**Run 1: cells by drive strength**

(2 px per um)
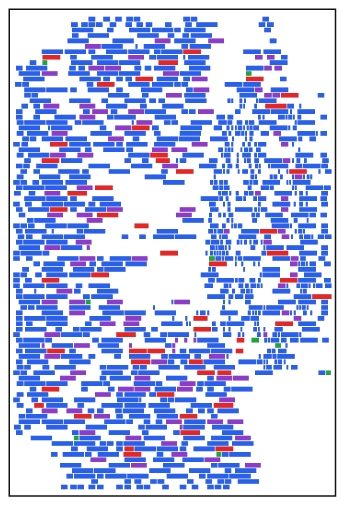
**Run 1: wiring by layer**

(2 px per um) Only two layers are drawn.
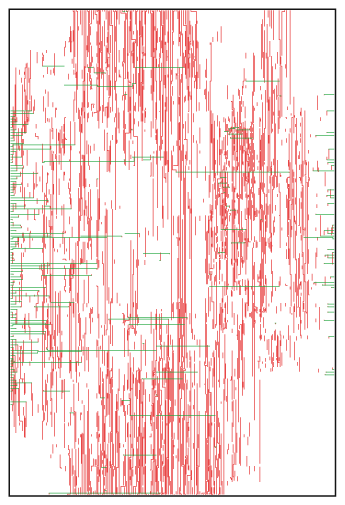
**Run 1: port wiring**

(1 px per um)
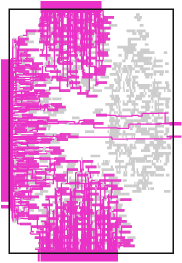
<file path="src/rtl/perceptron_pkg.sv">
// rtl/perceptron_pkg.sv - shared constants, FSM states and 16-bit clamp for the perceptron datapath
package perceptron_pkg;

  localparam int NUM_MULTS  = 16;
  localparam int PROD_W     = 16;
  localparam int ACC_W      = 22;
  localparam int SETTLE_CYC = 3;
  localparam logic [15:0] BIAS = 16'h0800;

  localparam int IDX_W = $clog2(NUM_MULTS);
  localparam int CNT_W = (SETTLE_CYC > 1) ? $clog2(SETTLE_CYC) : 1;

  localparam logic signed [ACC_W-1:0] BIAS_EXT  = ACC_W'($signed(BIAS));
  localparam logic signed [ACC_W-1:0] CLAMP_MAX = ACC_W'(32767);
  localparam logic signed [ACC_W-1:0] CLAMP_MIN = ACC_W'(-32768);

  typedef enum logic [1:0] {
    ST_IDLE  = 2'd0,
    ST_WAIT  = 2'd1,
    ST_ACCUM = 2'd2,
    ST_DONE  = 2'd3
  } state_t;

  typedef struct packed {
    logic        sat;
    logic [15:0] value;
  } clamp_t;

  function automatic clamp_t clamp16(input logic signed [ACC_W-1:0] a);
    clamp_t r;
    if (a > CLAMP_MAX) begin
      r.sat   = 1'b1;
      r.value = 16'h7FFF;
    end else if (a < CLAMP_MIN) begin
      r.sat   = 1'b1;
      r.value = 16'h8000;
    end else begin
      r.sat   = 1'b0;
      r.value = a[15:0];
    end
    return r;
  endfunction

endpackage

</file>
<file path="src/rtl/sat_clamp.sv">
// rtl/sat_clamp.sv - saturate a signed accumulator to 16 bits and flag when clamping occurred
module sat_clamp
  import perceptron_pkg::*;
(
  input  logic signed [ACC_W-1:0] din,
  output logic        [15:0]      dout,
  output logic                    sat
);

  clamp_t res;

  assign res  = clamp16(din);
  assign dout = res.value;
  assign sat  = res.sat;

endmodule

</file>
<file path="src/rtl/dot_accumulator.sv">
// rtl/dot_accumulator.sv - sequential bias + sum-of-products reduction with saturated 16-bit output
module dot_accumulator
  import perceptron_pkg::*;
(
  input  logic                          clk_12MHz,
  input  logic                          rst_n,
  input  logic                          start,
  input  logic [NUM_MULTS*PROD_W-1:0]   product_flat,
  output logic                          busy,
  output logic                          sum_valid,
  output logic signed [ACC_W-1:0]       sum,
  output logic [15:0]                   activation_input,
  output logic                          sat
);

  state_t                  state, state_nxt;
  logic [CNT_W-1:0]        cnt;
  logic [IDX_W-1:0]        idx;
  logic signed [ACC_W-1:0] acc;
  logic signed [ACC_W-1:0] addend;
  logic [PROD_W-1:0]       snap [NUM_MULTS];
  logic                    snap_en;
  logic [15:0]             clamp_val;
  logic                    clamp_sat;

  assign busy    = (state != ST_IDLE);
  assign snap_en = (state == ST_WAIT) && (cnt == '0) && !start;
  assign addend  = ACC_W'($signed(snap[idx]));

  sat_clamp u_sat_clamp (
    .din  (acc),
    .dout (clamp_val),
    .sat  (clamp_sat)
  );

  always_ff @(posedge clk_12MHz or negedge rst_n) begin
    if (!rst_n) state <= ST_IDLE;
    else        state <= state_nxt;
  end

  // A start in any state restarts settling; DONE's own update still lands in the datapath.
  always_comb begin
    state_nxt = state;
    case (state)
      ST_IDLE:  state_nxt = ST_IDLE;
      ST_WAIT:  if (cnt == '0) state_nxt = ST_ACCUM;
      ST_ACCUM: if (idx == IDX_W'(NUM_MULTS - 1)) state_nxt = ST_DONE;
      ST_DONE:  state_nxt = ST_IDLE;
      default:  state_nxt = ST_IDLE;
    endcase
    if (start) state_nxt = ST_WAIT;
  end

  always_ff @(posedge clk_12MHz or negedge rst_n) begin
    if (!rst_n) begin
      cnt              <= '0;
      idx              <= '0;
      acc              <= '0;
      sum              <= '0;
      activation_input <= '0;
      sat              <= 1'b0;
      sum_valid        <= 1'b0;
    end else begin
      sum_valid <= 1'b0;
      if (start)
        cnt <= CNT_W'(SETTLE_CYC - 1);
      else if (state == ST_WAIT && cnt != '0)
        cnt <= cnt - 1'b1;

      if (snap_en) begin
        acc <= BIAS_EXT;
        idx <= '0;
      end else if (state == ST_ACCUM && !start) begin
        acc <= acc + addend;
        idx <= idx + 1'b1;
      end

      if (state == ST_DONE) begin
        sum              <= acc;
        activation_input <= clamp_val;
        sat              <= clamp_sat;
        sum_valid        <= 1'b1;
      end
    end
  end

  // Products are frozen here so upstream can move on to the next image immediately.
  always_ff @(posedge clk_12MHz) begin
    if (snap_en) begin
      for (int i = 0; i < NUM_MULTS; i++)
        snap[i] <= product_flat[PROD_W*i +: PROD_W];
    end
  end

endmodule

</file>
<file path="config.mk">
export PLATFORM = sky130hd
export DESIGN_NAME = dot_accumulator
export DESIGN_NICKNAME = d
export VERILOG_FILES = /design/src/rtl/perceptron_pkg.sv /design/src/rtl/sat_clamp.sv /design/src/rtl/dot_accumulator.sv
export SDC_FILE = /design/constraint.sdc
export NUM_CORES = 1
export LEC_CHECK = 0
export ABC_CLOCK_PERIOD_IN_PS = 17000
export CAP_MARGIN = 20
export CORE_ASPECT_RATIO = 1.5
export CORE_UTILIZATION = 35
export DETAILED_ROUTE_END_ITERATION = 10
export GPL_TIMING_DRIVEN = 0
export SETUP_SLACK_MARGIN = 0.02
export SLEW_MARGIN = 20
export SYNTH_ARGS = -nofsm -noshare
export SYNTH_HDL_FRONTEND = slang
export SYNTH_SLANG_ARGS = --single-unit
</file>
<file path="constraint.sdc">
create_clock -name clk_12MHz -period 17 [get_ports clk_12MHz]
set_input_delay 3.4 -clock clk_12MHz [delete_from_list [all_inputs] [get_ports clk_12MHz]]
set_output_delay 3.4 -clock clk_12MHz [all_outputs]
set_load 0.02 [all_outputs]
</file>
==> results.sh, run 1 <==
# implementation run metrics
export IMPL_cts_max_level=1
export IMPL_synthDominantCellAreaShare_pct=56.9
export IMPL_worst_pin_slew_ps=1040
export IMPL_post_cts_buffers=0
export IMPL_dp_slack_ps=11520
export IMPL_stdcell_count=1622
export IMPL_postRouteAntennaNets=0
export IMPL_synth_area_top_cells="edfxtp_1 57%, mux4_2 13%, dfrtp_1 13%"
export IMPL_fin_crit_sh_pct=31.3
export IMPL_ys_chip_area_um2=13500
export IMPL_synth_warnings=0
export IMPL_die_x_um=162
export IMPL_required_ps=13600
export IMPL_num_tap_cells=489
export IMPL_tritoncts_num_buffers=31
export IMPL_finalMaxSlewViolations=0
export IMPL_arrival_ps=1930
export IMPL_comb_cells=371
export IMPL_ir_drop_mv=0.0966
export IMPL_inverters_excl_clock=33
export IMPL_rows=87
export IMPL_num_fill_cells=3239
export IMPL_vias_per_cell=4.94
export IMPL_status="finished clean"
export IMPL_finalHoldViolCount=0
export IMPL_path_max_fanout=5
export IMPL_cp_slowest_cell="clkdlybuf4s50_1"
export IMPL_leakage_nw=6.51
export IMPL_hp_class="register to register"
export IMPL_wire_per_inst_um=21.6
export IMPL_cpLargestDelayFamily="buffers and inverters"
export IMPL_fp_util_pct=35.8
export IMPL_synth_nets=1051
export IMPL_async_flop_share_pct=21.5
export IMPL_cts_sinks=326
export IMPL_drt_initial_drc_count=360
export IMPL_path_cells="inv_1 > ha_1 > inv_1 > clkdlybuf4s50_1"
export IMPL_synth_stat_cells=763
export IMPL_ys_seq_share_pct=69.9
export IMPL_grt_pass1_wl_mm=52.3
export IMPL_cts_resized_gates=0
export IMPL_fin_crit_ps=5330
export IMPL_die_area_um2=39400
export IMPL_seqCellArea_um2=9440
export IMPL_final_clk_cell_share_pct=5.55
Back to the opening pictures, 'cells by drive strength':
x2: shown in purple, cells 114, share 10%, most used mux4_2. x3 and x4: shown in green, cells 9, share 0.80%. x1 and smaller: shown in blue, cells 956, share 85%, most used clkdlybuf4s50_1. x6 and larger: shown in red, cells 51, share 4.5%, most used clkbuf_16.
Syn-to-layout area delta: 36.6%
Non-clock buffers: 344
post-route cell area: 18400 um2
fin worst setup slack: 11670 ps

Back to the opening pictures, 'wiring by layer':
M3: shown in green, wire length 1780 um. M2: shown in red, wire length 20.1 mm.
Total Routed Length: 35.1 mm
All-Layer GR Usage: 18.2%
Vias: 8010

Back to the opening pictures, 'port wiring':
product_flat: shown in magenta, direction input, edge 106 left, 84 bottom, 63 top, 3 right, end cells 256, buffers 256, wire 9950 um.
port bufs: 299
IO Count: 300

-- run 1: routing by layer --
layer  track usage, %  wire length, um  vias up
li1                 -                -     3711
met1             19.5            12500     4012
met2             35.5            20100      232
met3             3.23             1780       51
met4             5.05              757        4
met5                0               23        -
-- run 1: power by group --
| part | internal (mW) | leakage [nW] | switching (mW) | total (mW) |
|---|---|---|---|---|
| sequential | 1.01 | 3.23 | 0.0683 | 1.08 |
| combinational | 0.445 | 2.78 | 0.465 | 0.909 |
| clock | 0.403 | 0.501 | 0.292 | 0.696 |
-- run 1: state kept, by name, indices dropped and copies added (netlist names) --
register and flops:
acc 22, activation_input 16, cnt 2, idx 4
sat 1, snap 256, state 2, sum 22
sum_valid 1
-- run 1: cells in the mapped netlist (4+ instances only) --
library cell and count:
clkbuf_1 20, dfrtp_1 70, nor2b_1 7, nand3_1 7, a31oi_1 4, mux4_2 80, xor2_1 7, nor2_1 33
a21o_1 10, xnor2_1 6, ha_1 28, mux2_2 21, o22ai_1 17, nand2_1 39, edfxtp_1 256, nor3_1 4
a21oi_1 22, or3_1 4, o21ai_0 26, inv_1 33, buf_1 9
-- run 1: cell usage in the layout, fill, tap and decap left out, types with 5 or more instances in the layout --
cell / count
dfrtp_1: 70
nand3_1: 7
o21ai_0: 26
xnor2_1: 6
ha_1: 28
buf_12: 5
edfxtp_1: 256
buf_1: 5
buf_2: 6
a21o_1: 10
buf_16: 7
nand2_1: 39
mux4_2: 80
xor2_1: 7
mux2_2: 21
clkbuf_16: 32
clkbuf_1: 25
o22ai_1: 17
inv_1: 33
clkdlybuf4s50_1: 298
nor2_1: 32
a21oi_1: 22
nor2b_1: 7
-- run 1: per-stage QoR --
| step | instance area [um2] | hold WS [ps] | utilization, % | setup TNS [ps] | total power [mW] |
|---|---|---|---|---|---|
| 5_1_grt | 18400 | 525 | 48.8 | 0 | 2.84 |
| 3_5_place_dp | 17400 | 477 | 46.1 | 0 | 2.03 |
| 4_1_cts | 18400 | 491 | 48.8 | 0 | 2.73 |
| 6_report | 18400 | 487 | 48.8 | 0 | 2.69 |
| 3_3_place_gp | 17100 | 467 | 45.3 | -669520 | 2.03 |
| 2_1_floorplan | 13500 | 459 | - | 0 | 1.70 |
-- run 1: final timing paths --
check                           endpoint  slack, ps  cells past startpoint      from
worst max-delay path                busy      11670                      4  state[1]
worst min-delay path              cnt[1]        490                      1    cnt[1]
worst max register to register   acc[21]      12240                     12    idx[1]
worst min register to register    cnt[1]        490                      1    cnt[1]
max in group asynchronous        sum[13]      13740                      2     rst_n
min in group asynchronous         idx[2]       2710                      1     rst_n
-- run 1: worst reg2reg max path, stage by stage (launching register included) --
cell,delay (ps)
dfrtp_1,410
buf_1,440
clkbuf_1,830
mux4_2,440
mux4_2,530
ha_1,390
a21oi_1,180
o21ai_0,170
or3_1,350
a31oi_1,270
nor3b_1,110
or4b_1,500
o211ai_2,70
-- run 1: kinds of logic after synthesis --
kind of cell	count (synthesis)	share of synthesized area, %
multiplexers	102	15.2
adder cells (fa/ha/maj)	29	2.74
flip-flops	326	69.9
buffers and inverters	66	1.96
XOR/XNOR	13	0.843
AND/OR/NAND/NOR	116	4.06
AND-OR/OR-AND	111	5.33
--- run 2 (diff from run 1) ---
Settings changed: ABC_CLOCK_PERIOD_IN_PS 17000 to 5400.
Clock period 17 ns to 5.4 ns, I/O delays scaled along.
==> results.sh, run 2 <==
# implementation run metrics
export IMPL_status="finished clean"
export IMPL_io_buffers=299
export IMPL_num_fill_cells=3212
export IMPL_switchingPower_mw=2.61
export IMPL_r2r_slack_ps=590
export IMPL_ys_seq_share_pct=69.9
export IMPL_leakage_nw=6.46
export IMPL_p_total_mw=8.39
export IMPL_p_int_mw=5.78
export IMPL_seqCellArea_um2=9440
export IMPL_arrival_ps=5310
export IMPL_r2r_start="idx[1]"
export IMPL_finalMaxSlewViolations=0
export IMPL_regMostFlops="snap"
export IMPL_tritoncts_num_buffers=31
export IMPL_r2r_end="acc[20]"
export IMPL_hp_class="input pin to async pin"
export IMPL_cp_startpoint="idx[1]"
export IMPL_synth_nets=1051
export IMPL_sequentialPowerShare_pct=40.6
export IMPL_die_x_um=162
export IMPL_top_cells_by_count="256 x edfxtp_1, 80 x mux4_2, 70 x dfrtp_1"
export IMPL_stdcell_count=1624
export IMPL_die_area_um2=39400
export IMPL_cp_endpoint="acc[20]"
export IMPL_yosysMostFrequentCell="edfxtp_1"
export IMPL_vias_per_cell=4.91
[run 2: worst min path at each step]
stage / startpoint / endpoint / slack (ps) / depth (start not counted)
2_1_floorplan: cnt[1] / cnt[1] / 460 / 1
3_3_place_gp: cnt[1] / cnt[1] / 470 / 1
4_1_cts: rst_n / acc[11] / 390 / 1
6_report: rst_n / sum[18] / 420 / 1
5_1_grt: rst_n / sum[12] / 400 / 1
3_5_place_dp: cnt[1] / cnt[1] / 480 / 1
[run 2: cells by family (layout without fill, tap and decap cells)]
logic type               after synthesis  in the layout  synth area share [%]
AND/OR/NAND/NOR                      116            116                  4.06
other                                  0              7                     0
multiplexers                         102            102                  15.2
adder cells (fa/ha/maj)               29             29                  2.74
AND-OR/OR-AND                        111            111                  5.33
buffers and inverters                 66            431                  1.96
XOR/XNOR                              13             13                 0.843
flip-flops                           326            326                  69.9
[run 2: cell type report]
class                           count  area share, %
Clock inverter                     17          0.905
Multi-Input combinational cell    371           20.7
Buffer                             33          0.790
Sequential cell                   326           51.4
Antenna cell                        7         0.0953
Tap cell                          489           3.33
Clock buffer                       37           4.34
Timing Repair Buffer              311           17.8
Inverter                           33          0.674
[run 2: critical path: stages, from the launching register on]
cell       delay [ps]
dfrtp_1           450
buf_1             440
clkbuf_1          830
mux4_2            420
mux4_2            490
ha_1              280
clkbuf_1          310
nand2_1           170
a2111oi_0         430
a31o_2            220
nor2_1            110
or4_1             480
nand3_1            90
[run 2: power groups by stage]
stage | logic (mW) | clock network [mW] | registers (mW)
after floorplan | 1.69 | 0 | 3.58
after global placement | 2.80 | 0 | 3.50
after detailed placement | 2.90 | 0 | 3.47
after CTS | 2.91 | 2.19 | 3.41
after global routing | 3.14 | 2.27 | 3.46
final | 2.86 | 2.12 | 3.41
[run 2: stage by stage]
| stage | instance area [um2] | setup slack (ps) | utilization (%) | setup TNS [ps] |
|---|---|---|---|---|
| 6_report | 18400 | 594 | 48.7 | 0 |
| 5_1_grt | 18400 | 210 | 48.7 | 0 |
| 4_1_cts | 18400 | 508 | 48.6 | 0 |
| 3_5_place_dp | 17400 | 558 | 46.1 | 0 |
| 3_3_place_gp | 17100 | -2030 | 45.3 | -516270 |
| 2_1_floorplan | 13500 | 105 | - | 0 |
[run 2: per-layer routing]
layer  global-route usage, %  vias up  part of all wire (%)
li1                        -     3718                     -
met1                    19.2     3951                    35
met2                    35.4      255                    57
met3                    3.08       43                   4.9
met4                    6.44        0                   2.7
met5                       0        -                     0
**Run 2: placement view**

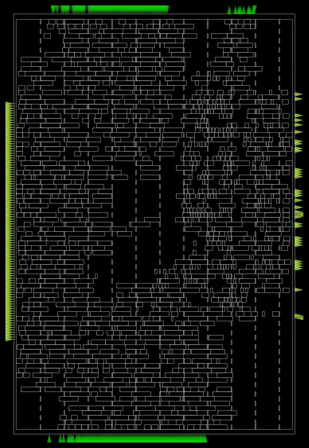
Final Util: 48.7%
Rows: 87
flop share of the area: 51.4%

**Run 2: wiring by layer**

(2 px per um) Only two layers are drawn.
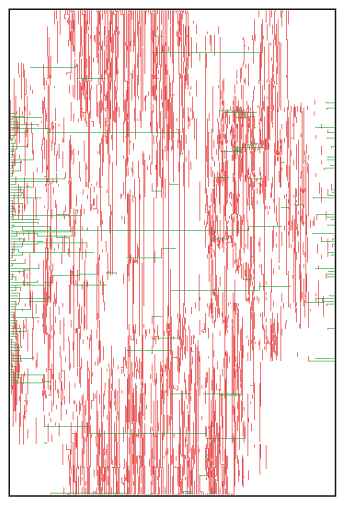
M3: shown in green, wire length 1730 um. M2: shown in red, wire length 20.1 mm.
Total Routed Length: 35.1 mm
All-Layer GR Usage: 18.2%
Vias: 7967
DR WL/cell: 21.6 um

No activity file was given, so power comes from the tool's default toggle rates.
